File: src/rtl/axis_frame_replayer.sv
// AXI4-Stream frame source: replays a BRAM-resident image N_PASSES times with
// TUSER/TLAST framing, TREADY backpressure and idle gaps between passes.
module axis_frame_replayer #(
  parameter int DATA_W     = 32,
  parameter int PIXEL_W    = 24,
  parameter int IMG_W      = 640,
  parameter int IMG_H      = 480,
  parameter int N_PASSES   = 2,
  parameter int GAP_CYCLES = 2,
  localparam int ADDR_W    = (IMG_W * IMG_H > 1) ? $clog2(IMG_W * IMG_H) : 1
) (
  input  logic               ACLK,
  input  logic               ARESETn,
  input  logic               start,
  input  logic               abort,
  output logic               busy,
  output logic               done,
  output logic [7:0]         pass_idx,
  output logic               mem_en,
  output logic [ADDR_W-1:0]  mem_addr,
  input  logic [PIXEL_W-1:0] mem_rdata,
  output logic [DATA_W-1:0]  M_AXIS_TDATA,
  output logic               M_AXIS_TVALID,
  output logic               M_AXIS_TLAST,
  output logic               M_AXIS_TUSER,
  input  logic               M_AXIS_TREADY
);

  localparam int NPIX  = IMG_W * IMG_H;
  localparam int CNT_W = $clog2(NPIX + 1);
  localparam int GAP_W = (GAP_CYCLES > 2) ? $clog2(GAP_CYCLES) : 1;

  localparam logic [CNT_W-1:0] LAST_PIX  = CNT_W'(NPIX - 1);
  localparam logic [CNT_W-1:0] NPIX_C    = CNT_W'(NPIX);
  localparam logic [7:0]       LAST_PASS = 8'(N_PASSES - 1);
  localparam logic [GAP_W-1:0] GAP_LOAD  = GAP_W'((GAP_CYCLES > 1) ? GAP_CYCLES - 2 : 0);

  localparam logic [1:0] S_IDLE = 2'd0;
  localparam logic [1:0] S_RUN  = 2'd1;
  localparam logic [1:0] S_GAP  = 2'd2;
  localparam logic [1:0] S_DONE = 2'd3;

  logic [1:0]         state;
  logic [GAP_W-1:0]   gap_cnt;
  logic [CNT_W-1:0]   rd_cnt;
  logic [7:0]         rd_pass;
  logic [CNT_W-1:0]   out_cnt;
  logic               inflight;
  logic [PIXEL_W-1:0] fifo_q [2];
  logic               wr_ptr;
  logic               rd_ptr;
  logic [1:0]         fifo_cnt;

  logic               tvalid;
  logic               hs;
  logic               last_beat;
  logic               final_pass;
  logic               push;
  logic               pop;
  logic [PIXEL_W-1:0] head;

  // An empty FIFO forwards the returning read directly so the first beat
  // appears two cycles after start; a stalled bypass beat is captured into
  // the FIFO and re-presented unchanged from there.
  always_comb begin
    tvalid     = (fifo_cnt != 2'd0) || inflight;
    hs         = tvalid && M_AXIS_TREADY;
    last_beat  = (out_cnt == LAST_PIX);
    final_pass = (pass_idx == LAST_PASS);
    push       = inflight && !((fifo_cnt == 2'd0) && hs);
    pop        = hs && (fifo_cnt != 2'd0);
    head       = (fifo_cnt != 2'd0) ? fifo_q[rd_ptr] : mem_rdata;
    mem_en     = (state == S_RUN) && (rd_cnt != NPIX_C)
                 && (({1'b0, fifo_cnt} + {2'b00, inflight}) < 3'd2);
    mem_addr   = rd_cnt[ADDR_W-1:0];
  end

  assign M_AXIS_TVALID = tvalid;
  assign M_AXIS_TDATA  = tvalid ? DATA_W'(head) : '0;
  assign M_AXIS_TUSER  = tvalid && (out_cnt == '0);
  assign M_AXIS_TLAST  = tvalid && last_beat;
  assign busy          = (state == S_RUN) || (state == S_GAP);
  assign done          = (state == S_DONE);

  always_ff @(posedge ACLK) begin
    if (push) fifo_q[wr_ptr] <= mem_rdata;
  end

  always_ff @(posedge ACLK) begin
    if (!ARESETn || abort) begin
      state    <= S_IDLE;
      gap_cnt  <= '0;
      rd_cnt   <= '0;
      rd_pass  <= '0;
      out_cnt  <= '0;
      pass_idx <= '0;
      inflight <= 1'b0;
      wr_ptr   <= 1'b0;
      rd_ptr   <= 1'b0;
      fifo_cnt <= '0;
    end else begin
      inflight <= mem_en;
      if (push) wr_ptr <= ~wr_ptr;
      if (pop)  rd_ptr <= ~rd_ptr;
      case ({push, pop})
        2'b10:   fifo_cnt <= fifo_cnt + 2'd1;
        2'b01:   fifo_cnt <= fifo_cnt - 2'd1;
        default: fifo_cnt <= fifo_cnt;
      endcase

      // Without a gap the read side runs ahead into the next pass so passes
      // stream back to back; with a gap it restarts on the TLAST handshake.
      if ((state == S_IDLE) && start) begin
        rd_cnt  <= '0;
        rd_pass <= '0;
      end else if (mem_en) begin
        if ((GAP_CYCLES == 0) && (rd_cnt == LAST_PIX) && (rd_pass != LAST_PASS)) begin
          rd_cnt  <= '0;
          rd_pass <= rd_pass + 8'd1;
        end else begin
          rd_cnt <= rd_cnt + 1'b1;
        end
      end else if (hs && last_beat && !final_pass && (GAP_CYCLES != 0)) begin
        rd_cnt <= '0;
      end

      if (hs) begin
        out_cnt <= last_beat ? '0 : out_cnt + 1'b1;
        if (last_beat) pass_idx <= final_pass ? 8'd0 : pass_idx + 8'd1;
      end

      // The first RUN cycle after a gap only issues the read, so the GAP state
      // itself lasts one cycle less than the visible idle window.
      case (state)
        S_IDLE: if (start) state <= S_RUN;
        S_RUN: begin
          if (hs && last_beat) begin
            if (final_pass) begin
              state <= S_DONE;
            end else if (GAP_CYCLES > 1) begin
              state   <= S_GAP;
              gap_cnt <= GAP_LOAD;
            end
          end
        end
        S_GAP: begin
          if (gap_cnt == '0) state <= S_RUN;
          else               gap_cnt <= gap_cnt - 1'b1;
        end
        default: state <= S_IDLE;
      endcase
    end
  end

endmodule
File: config.mk
export PLATFORM = sky130hd
export DESIGN_NAME = axis_frame_replayer
export DESIGN_NICKNAME = d
export VERILOG_FILES = /design/src/rtl/axis_frame_replayer.sv
export SDC_FILE = /design/constraint.sdc
export NUM_CORES = 1
export LEC_CHECK = 0
export CAP_MARGIN = 20
export CORE_UTILIZATION = 35
export DETAILED_ROUTE_END_ITERATION = 12
export PLACE_DENSITY_LB_ADDON = 0.08
export SLEW_MARGIN = 0
export SYNTH_ARGS = -nofsm -noshare
export SYNTH_HDL_FRONTEND = slang
export SYNTH_SLANG_ARGS = --single-unit
File: constraint.sdc
create_clock -name ACLK -period 3.2 [get_ports ACLK]
set_input_delay 0.64 -clock ACLK [delete_from_list [all_inputs] [get_ports ACLK]]
set_output_delay 0.64 -clock ACLK [all_outputs]
set_load 0.03 [all_outputs]
Fig. 1: selected gate families
The bar under the picture is 20 µm long.
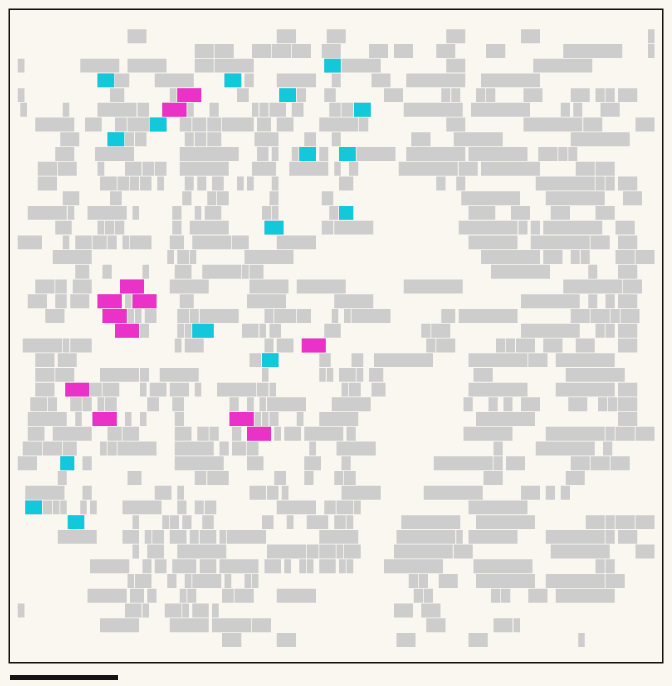
cyan -> non-inverting ao/oa cells  # cells 16
magenta -> fa/ha/maj cells  # cells 12
logic share of the area: 0.357
Non-Filler Instances: 748
most numerous logic cell after layout: clkdlybuf4s50_1

Fig. 2: sequential cells coloured by netlist name
The bar under the picture is 20 µm long.
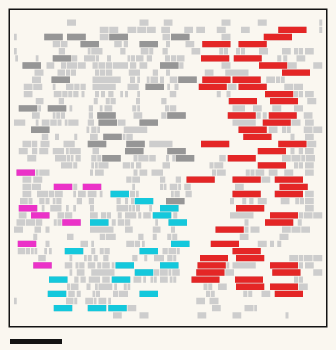
magenta -> pass_idx  # placed flops 8
red -> fifo_q  # placed flops 48, where a vertical strip on the right
cyan -> out_cnt  # placed flops 19
seq pwr: 1370 µW
Seq area share: 0.403
FF/Latch Area: 2520 µm²
post-layout util: 0.465

Fig. 3: placement by cell class
The bar under the picture is 20 µm long.
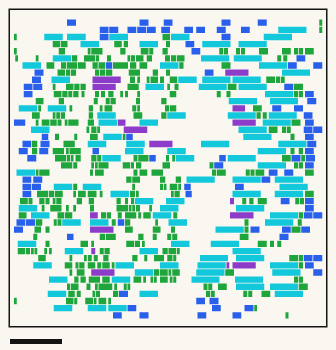
cyan -> sequential cells  # cells 102, share of their area 42%
green -> combinational and other logic  # cells 359, share of their area 38%
purple -> clock drivers and dummy loads  # cells 16, share of their area 5.0%
blue -> remaining buffers and delay cells  # cells 95, share of their area 15%
Core Region: 13500 µm²
Row Count: 42

Fig. 4: congestion heat map
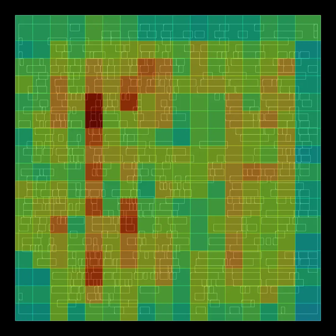
grt peak-use layer: met2
met3 usage: 0.0307
grt met2 use: 0.244

Fig. 5: sizing map
The bar under the picture is 20 µm long.
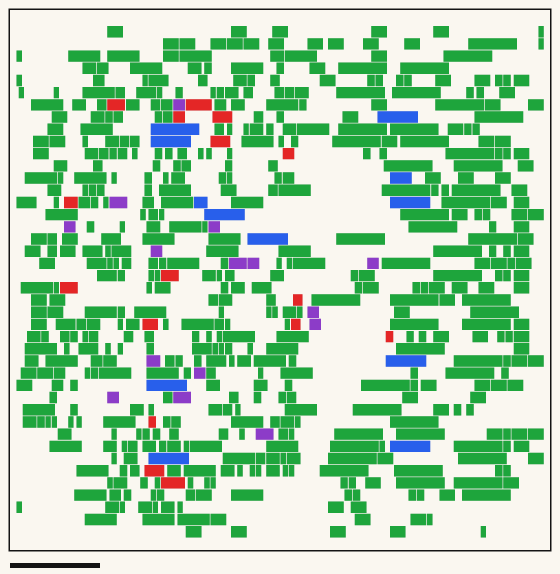
red -> _2 cells  # cells 16
green -> _0 and _1 cells  # cells 529
purple -> _3 and _4 cells  # cells 15
blue -> _6 and larger  # cells 12
post-route setup slack: 187 ps
Non-clock buffers: 95
P&R area growth vs syn: 27.4%

==> out/metrics.cfg <==
[clock_network]
cts_max_level = 3
cts_tree = done
clk_pin_slew_worst_paths_ps = 70
cts.sinks = 102
cts_root_buf = clkbuf_16
clk_latency_ps = 350
cts_buffers = 9

[setup_path]
crit_end = M_AXIS_TLAST
startpoint_type = flop
slowest_stage = clkdlybuf4s50_1
arrival_ps = 2370
end_kind = output pin
path_class = reg -> out
crit_path_max_incr_delay_ps = 680
critPathMaxFanout = 5
cp_cell_sequence = nor4_2 > and4_4 > nand3_1 > nor2b_1 > clkdlybuf4s50_1
r2r_setup_slack_ps = 820
crit_path_start = out_cnt[14]
cp.depth = 5
worstPathBufferInverterCount = 1
r2r_cells = 7

[pwr]
power.total_uw = 2620
powerDensity_nw_per_um2 = 419
leakagePower_uw = 0.00213
ir_worst_vdd_mv = 0.297

[yosys]
logic_family = simple AND/OR/NAND/NOR gates
synth_top_flop_cell = dfxtp_1
synth_top_area_share = 0.294
common_cells = dfxtp_1, edfxtp_1, nand3_1
ys_cells = 483
synth_seq_share = 0.514
synthMostInstantiatedCell = dfxtp_1
adder_share = 0.0306
synth_warnings = 0
xor_area_frac = 0.0482
top_cells_by_area = edfxtp_1, dfxtp_1, mux2i_1, nand3_1, nor2_1
synth.cell_area_um2 = 4910
synth.distinct_cells = 52
synthAoiAreaFrac = 0.0841
ys_sh_mux = 0.0556
ys_chip_area_um2 = 4910
avgSynthCellArea_um2 = 10.2
yosys.area_share.simple = 0.226
syn_inst = 483

[finish]
n_antenna_cell = 0
nNetsFinal = 608
lay_top_cells = clkdlybuf4s50_1, dfxtp_1, edfxtp_1
fin_area_um2 = 6250
layout-drive-gt1-share = 0.0752

[global_route]
grtUsageTotal = 0.158
grt_antenna_before_repair = 0
met1_usage = 0.216
first_global_vias = 3660
grt_pass1_wl_um = 18100

[routing]
wl_per_cell_um = 14.6
via_count = 3822
wl_met2_um = 4770
routed_wl_um = 11000
drtAntennaViolNets = 0
drc = 0
dr.max_layer_used = met4
met1_length_um = 5560
wl_met3_um = 398

[placement]
placedCellCount = 732
dp_slack_ps = 461
hpwl_um = 7390
io_buffers = 85
place_area_um2 = 5940

[sta]
slew_headroom = 0.335
finalCritPeriodShare = 0.942
worstMarginPinSlew_ps = 991
max_freq_mhz = 332

[flow_run]
tool_warnings = 33

[worst_hold_path]
min-delay-start = out_cnt[1]
whs_path_depth = 2
hp-class = reg -> reg
min_to = out_cnt[1]

[die]
die_area_um2 = 14500
io_pins = 94
fp.dieW_um = 120

[run_status]
status = complete, no violations

-- flip-flops by register name, summed over array words and instances, names as in the netlist, named ones only --
signal    cells
fifo_cnt      2
fifo_q       48
inflight      1
mem_addr     19
out_cnt      19
pass_idx      8
rd_ptr        1
state         2
wr_ptr        1
-- layout make-up --
class / count / area [µm²]
Clock buffer: 11 / 243
Clock inverter: 5 / 57.6
Fill cell: 1309 / 7200
Inverter: 14 / 52.6
Multi-Input combinational cell: 345 / 2230
Sequential cell: 102 / 2520
Tap cell: 176 / 220
Timing Repair Buffer: 95 / 928
-- power breakdown --
part,total (µW),internal [µW],switching [µW]
Combinational,142,60.6,81.7
Sequential,1370,1370,2.84
Clock,1110,629,478
Total,2620,2060,562
-- repair_timing --
item,in CTS,in global routing
hold buffers,0,0
resized,0,2
endpoints found under the setup margin,0,1
Power figures rest on the tool's default switching activity, not on a simulated workload.
